File: src/rtl/lcd_ctrl.sv
// HD44780 write sequencer for the DE2 16x2 LCD: turns go-bit edges on io_lcd into
// setup / EN pulse / hold / execution-wait bus cycles, with a one-deep pending slot.
module lcd_ctrl #(
  parameter int unsigned T_SETUP     = 3,
  parameter int unsigned T_EN        = 12,
  parameter int unsigned T_HOLD      = 2,
  parameter int unsigned T_EXEC      = 1850,
  parameter int unsigned T_EXEC_LONG = 76000,
  parameter int unsigned CNT_W       = 17
) (
  input  logic        clk,
  input  logic        rst,
  input  logic [31:0] io_lcd,
  output logic        lcd_on,
  output logic        lcd_en,
  output logic        lcd_rs,
  output logic        lcd_rw,
  output logic [7:0]  lcd_data,
  output logic        busy,
  output logic        done,
  output logic [31:0] lcd_status
);

  typedef enum logic [2:0] {
    S_IDLE,
    S_SETUP,
    S_PULSE,
    S_HOLD,
    S_EXEC
  } state_e;

  state_e           state_q, state_d;
  logic [CNT_W-1:0] cnt_q, cnt_d;
  logic             go_prev_q, go_prev_d;
  logic             on_q, on_d;
  logic             act_rs_q, act_rs_d;
  logic [7:0]       act_data_q, act_data_d;
  logic             pend_valid_q, pend_valid_d;
  logic             pend_rs_q, pend_rs_d;
  logic [7:0]       pend_data_q, pend_data_d;
  logic             ovf_q, ovf_d;

  logic             req;
  logic             drop;
  logic             long_cmd;
  logic             unused_bits;

  assign unused_bits = ^{io_lcd[30:11], io_lcd[9]};

  always_ff @(posedge clk or negedge rst) begin
    if (!rst) begin
      state_q      <= S_IDLE;
      cnt_q        <= '0;
      go_prev_q    <= 1'b0;
      on_q         <= 1'b0;
      act_rs_q     <= 1'b0;
      act_data_q   <= '0;
      pend_valid_q <= 1'b0;
      pend_rs_q    <= 1'b0;
      pend_data_q  <= '0;
      ovf_q        <= 1'b0;
    end else begin
      state_q      <= state_d;
      cnt_q        <= cnt_d;
      go_prev_q    <= go_prev_d;
      on_q         <= on_d;
      act_rs_q     <= act_rs_d;
      act_data_q   <= act_data_d;
      pend_valid_q <= pend_valid_d;
      pend_rs_q    <= pend_rs_d;
      pend_data_q  <= pend_data_d;
      ovf_q        <= ovf_d;
    end
  end

  // Clear (0x01) and home (0x02/0x03) need the long execution wait.
  assign long_cmd = !act_rs_q && (act_data_q[7:1] == 7'b0000000 || act_data_q[7:1] == 7'b0000001);

  always_comb begin
    state_d      = state_q;
    cnt_d        = cnt_q;
    go_prev_d    = io_lcd[10];
    on_d         = io_lcd[31];
    act_rs_d     = act_rs_q;
    act_data_d   = act_data_q;
    pend_valid_d = pend_valid_q;
    pend_rs_d    = pend_rs_q;
    pend_data_d  = pend_data_q;
    ovf_d        = ovf_q;
    drop         = 1'b0;
    req          = io_lcd[10] && !go_prev_q;

    unique case (state_q)
      S_IDLE: begin
        if (pend_valid_q) begin
          // Pending entry wins; a simultaneous new request refills the freed slot.
          act_rs_d     = pend_rs_q;
          act_data_d   = pend_data_q;
          pend_valid_d = req;
          if (req) begin
            pend_rs_d   = io_lcd[8];
            pend_data_d = io_lcd[7:0];
          end
          state_d = S_SETUP;
          cnt_d   = CNT_W'(T_SETUP - 1);
        end else if (req) begin
          act_rs_d   = io_lcd[8];
          act_data_d = io_lcd[7:0];
          state_d    = S_SETUP;
          cnt_d      = CNT_W'(T_SETUP - 1);
        end
      end
      S_SETUP: begin
        if (cnt_q == '0) begin
          state_d = S_PULSE;
          cnt_d   = CNT_W'(T_EN - 1);
        end else begin
          cnt_d = cnt_q - CNT_W'(1);
        end
      end
      S_PULSE: begin
        if (cnt_q == '0) begin
          state_d = S_HOLD;
          cnt_d   = CNT_W'(T_HOLD - 1);
        end else begin
          cnt_d = cnt_q - CNT_W'(1);
        end
      end
      S_HOLD: begin
        if (cnt_q == '0) begin
          state_d = S_EXEC;
          cnt_d   = long_cmd ? CNT_W'(T_EXEC_LONG - 1) : CNT_W'(T_EXEC - 1);
        end else begin
          cnt_d = cnt_q - CNT_W'(1);
        end
      end
      S_EXEC: begin
        if (cnt_q == '0) begin
          state_d = S_IDLE;
          cnt_d   = '0;
        end else begin
          cnt_d = cnt_q - CNT_W'(1);
        end
      end
      default: begin
        state_d = S_IDLE;
        cnt_d   = '0;
      end
    endcase

    if (state_q != S_IDLE && req) begin
      if (!pend_valid_q) begin
        pend_valid_d = 1'b1;
        pend_rs_d    = io_lcd[8];
        pend_data_d  = io_lcd[7:0];
      end else begin
        drop = 1'b1;
      end
    end

    if (io_lcd[31] && !on_q) ovf_d = 1'b0;
    if (drop)                ovf_d = 1'b1;
  end

  always_comb begin
    lcd_en     = (state_q == S_PULSE);
    done       = (state_q == S_EXEC) && (cnt_q == '0);
    busy       = (state_q != S_IDLE) || pend_valid_q;
    lcd_on     = on_q;
    lcd_rs     = act_rs_q;
    lcd_data   = act_data_q;
    lcd_rw     = 1'b0;
    lcd_status = {29'b0, ovf_q, pend_valid_q, busy};
  end

endmodule
File: config.mk
export PLATFORM = sky130hd
export DESIGN_NAME = lcd_ctrl
export DESIGN_NICKNAME = d
export VERILOG_FILES = /design/src/rtl/lcd_ctrl.sv
export SDC_FILE = /design/constraint.sdc
export NUM_CORES = 1
export LEC_CHECK = 0
export CAP_MARGIN = 10
export CORE_UTILIZATION = 45
export CTS_CLUSTER_SIZE = 28
export DETAILED_ROUTE_END_ITERATION = 8
export PLACE_DENSITY_LB_ADDON = 0.25
export REMOVE_ABC_BUFFERS = 1
export SLEW_MARGIN = 20
export SYNTH_ARGS = -nofsm -noshare
export SYNTH_HDL_FRONTEND = slang
export SYNTH_SLANG_ARGS = --single-unit
File: constraint.sdc
create_clock -name clk -period 6 [get_ports clk]
set_input_delay 0.9 -clock clk [delete_from_list [all_inputs] [get_ports clk]]
set_output_delay 0.9 -clock clk [all_outputs]
set_load 0.005 [all_outputs]
### Sizing map

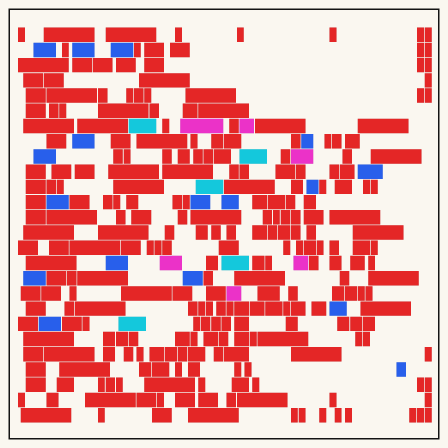
Key: magenta = _3 and _4 cells [cells 6, share 2.1%]; blue = _2 cells [cells 17, share 5.9%]; red = _0 and _1 cells [cells 260, share 90%]; cyan = _6 and larger [cells 5, share 1.7%]

### Congestion heat map

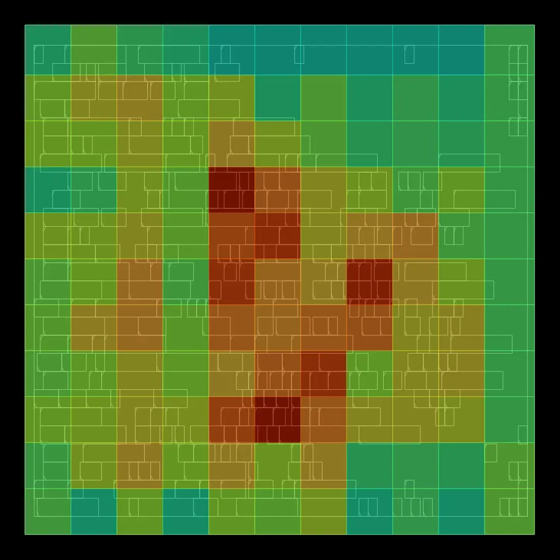
GR Util met3: 3.83%
Layout Utilization: 52.8%
routing layer with the top usage in global route: met2
GR Layer Usage met2: 30.5%

### Cell classes on the final placement

Scale bar: 20 um.
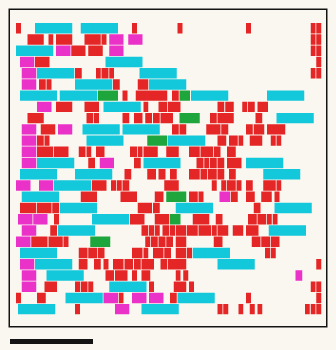
Key: magenta = other buffers and delay cells [cells 29, share of their area 11%]; green = clock drivers and dummy loads [cells 7, share of their area 3.1%]; red = combinational and other logic [cells 210, share of their area 47%]; cyan = flops [cells 42, share of their area 39%]

### Wires at chosen ports, followed through buffers

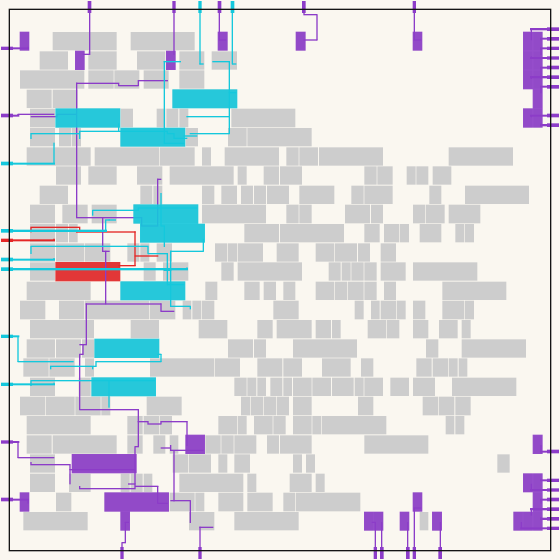
Key: cyan = `lcd_data` [direction output, edge 6 left, 2 top, end cells 8, wire 269 um]; purple = `lcd_status` [direction output, edge 16 right, 7 bottom, 5 top, 4 left, end cells 32, wire 299 um]; red = `lcd_rs` [direction output, edge left, end cells 1, wire 32.7 um]

### Wire density map

Scale bar: 20 um. The die is cut into 15 by 15 equal tiles; dark purple is low, yellow is high, scaled to the fullest tile. Values are wire area over tile area, all layers added.
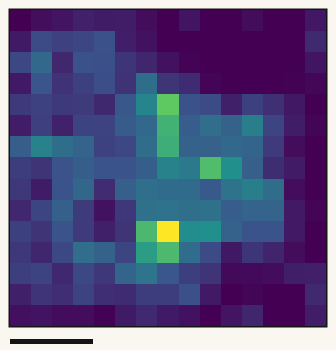
The densest ninth of the die: middle. The emptiest ninth of the die: top right. 3.6% of the tiles are over half the peak. The mean over all tiles is 0.14.

==> writeup.txt <==
The tools report the internal power as 629 uW. The top logic cell family in the synthesized netlist is simple AND/OR/NAND/NOR gates. From bottom edge to top edge, the die measures 76.5 um. The first global-routing pass estimated 8540 um of wire. For the combinational group, total power comes out at 327 uW.

After synthesis the netlist holds a flip-flop and latch count of 42. The commonest cells after synthesis are 42 x dfrtp_1, 33 x buf_4, 27 x nand2_1, 19 x o21ai_0, 14 x nor2_1. The largest single stage delay on the critical path is 510 ps. The synthesis log from Yosys contains 0 warnings. For the clock sink count, the log shows 42. The report lists the power per cell area as 360 mW/mm^2.

Averaged over all synthesized cells, the footprint is 9.39 um^2. Most used flip-flop cell: dfrtp_1. The highest fanout seen on the critical path came out at 12. The worst pin sits at a relative slew slack of 29.2%. During tapcell insertion the tool placed 70 well taps. Dividing the detail-routed via count by the number of cells gives 5.31. The run gives 5 as the first-pass iteration count of the detailed router.

The number of flops mapped to enable cells by yosys is 0. Looking at the power breakdown, the clock network takes 18.0% of the total. For reference, full adder, half adder and majority cells occupy 0.501% of the area reported after synthesis. The run gives 5.07 ps as the final clock skew.

The worst register-to-register path begins at cnt_q[0]. Buffers inserted to repair hold after CTS numbered 0. The last timing report of the flow puts the setup violation total at 0.

The timing report notes that buffer and inverter cells on the critical path total 3. Biggest area consumer among synthesized cells: dfrtp_1. The flip-flop and latch power was 489 uW.

Counting the inverters off the clock network in the layout gives 3. The per-cell routed wire length was 13.9 um. For the final routed database, the setup TNS stands at 0 ps. Once detail routing completed, the nets flagged for antenna violations numbered 0.

Per the area breakdown, the dominant cell category is logic gates. The number of cell instances on the worst register-to-register path was 8. The timing report gives the clock slew at the launch and capture registers of the worst setup and hold paths as 80 ps.

Per the final layout report, the fraction of cells sized above drive strength 1 comes to 9.72%. Share of the core filled by cells before placement: 47.7%. TritonCTS built the clock tree. In this run the standard cell core region covers 0.00524 mm^2. Number of global-route vias before repair: 1,778. Per the CTS log, the maximum H-tree level is 2. The sink of the worst hold path is lcd_data[0].

The tool flagged a number of max-cap violations equal to 0. For this design the total switching power over the nets is 367 uW. With the number of logic gates at 207, the critical path data arrival time is 2750 ps. The clock network power consumption came out at 180 uW. The cell row count was 26; the diode insertion count for antenna repair was 0.

The flow ran to the end, and the final reports show no timing, DRC or antenna violations. The final count of hold timing violations was 0. Class of the tightest hold or removal check: reg -> reg. The run gives 3470 um for the final HPWL from detailed placement. In this run the worst setup path begins at cnt_q[0]. In this design, the largest share of critical-path delay is due to simple AND/OR/NAND/NOR gates.

The finished design was reported to have a net count of 323. The highest attainable clock frequency is 274 MHz. The run gives 3570 ps as the reg-to-reg setup timing slack.

The clock latency on the worst-skew pair is 300 ps. In the layout the commonest cells are 42 x dfrtp_1, 30 x conb_1, 27 x nand2_1, 27 x clkdlybuf4s50_1, 19 x o21ai_0. In the final layout, excluding clock buffers the buffer count is 29.

Per the breakdown, switching nets consume 36.8% of all power. For the unique cell type count in the Yosys netlist, the log shows 53. The signal on the critical path passes through inv_1 > ha_1 > or3b_2 > nor3_1 > buf_4 > nand2_1 > nor2_1 > clkdlybuf4s50_1.

The design has 42 sequential cells. The violation tally recorded at the end of detailed-routing iteration 0 is 119. The most critical setup path has its endpoint at done.

Quantity of gates resized following cts: 0. After synthesis, the chip area reported by Yosys is 0.00250 mm^2. The tree is rooted in a clkbuf_8. The sequential share of cell area came out at 38.0%. The analysis reports a worst IR drop on VDD of 0.185 mV.

The critical path is of the reg -> out type. The number of setup buffers added after CTS is 0. The fraction of registers with async set/reset came out at 100%.

The cell-mix breakdown from Yosys lists the compound-gate area share as 17.9%. The number of clock buffers added by TritonCTS is 5. In this run the tool buffered the top-level ports with 28 buffer cells. Per the cell usage report, the commonest logic cell in the layout is dfrtp_1.
layer usage:
layer  wire, um  GRT usage, %
met4         59          5.96
met5          0             0
met3        312          3.83
met1       2260          23.9
met2       2340          30.5
state kept, by name (all words and copies together), names as in the netlist:
name          count
state_q           3
cnt_q            17
pend_rs_q         1
ovf_q             1
lcd_data          8
lcd_rs            1
pend_valid_q      1
lcd_on            1
pend_data_q       8
go_prev_q         1
through the flow:
stage                     hold slack, ps  instances  util (%)  area, um^2  setup slack [ps]
after global routing                 526        358      52.8        2770              2150
final                                501        358      52.8        2770              2350
after global placement               484        351      51.2        2680              2670
after CTS                            506        358      52.8        2770              2340
after floorplan                      473        252         -        2310              2840
after detailed placement             481        351      51.2        2680              2680
Power figures rest on the tool's default switching activity, not on a simulated workload.
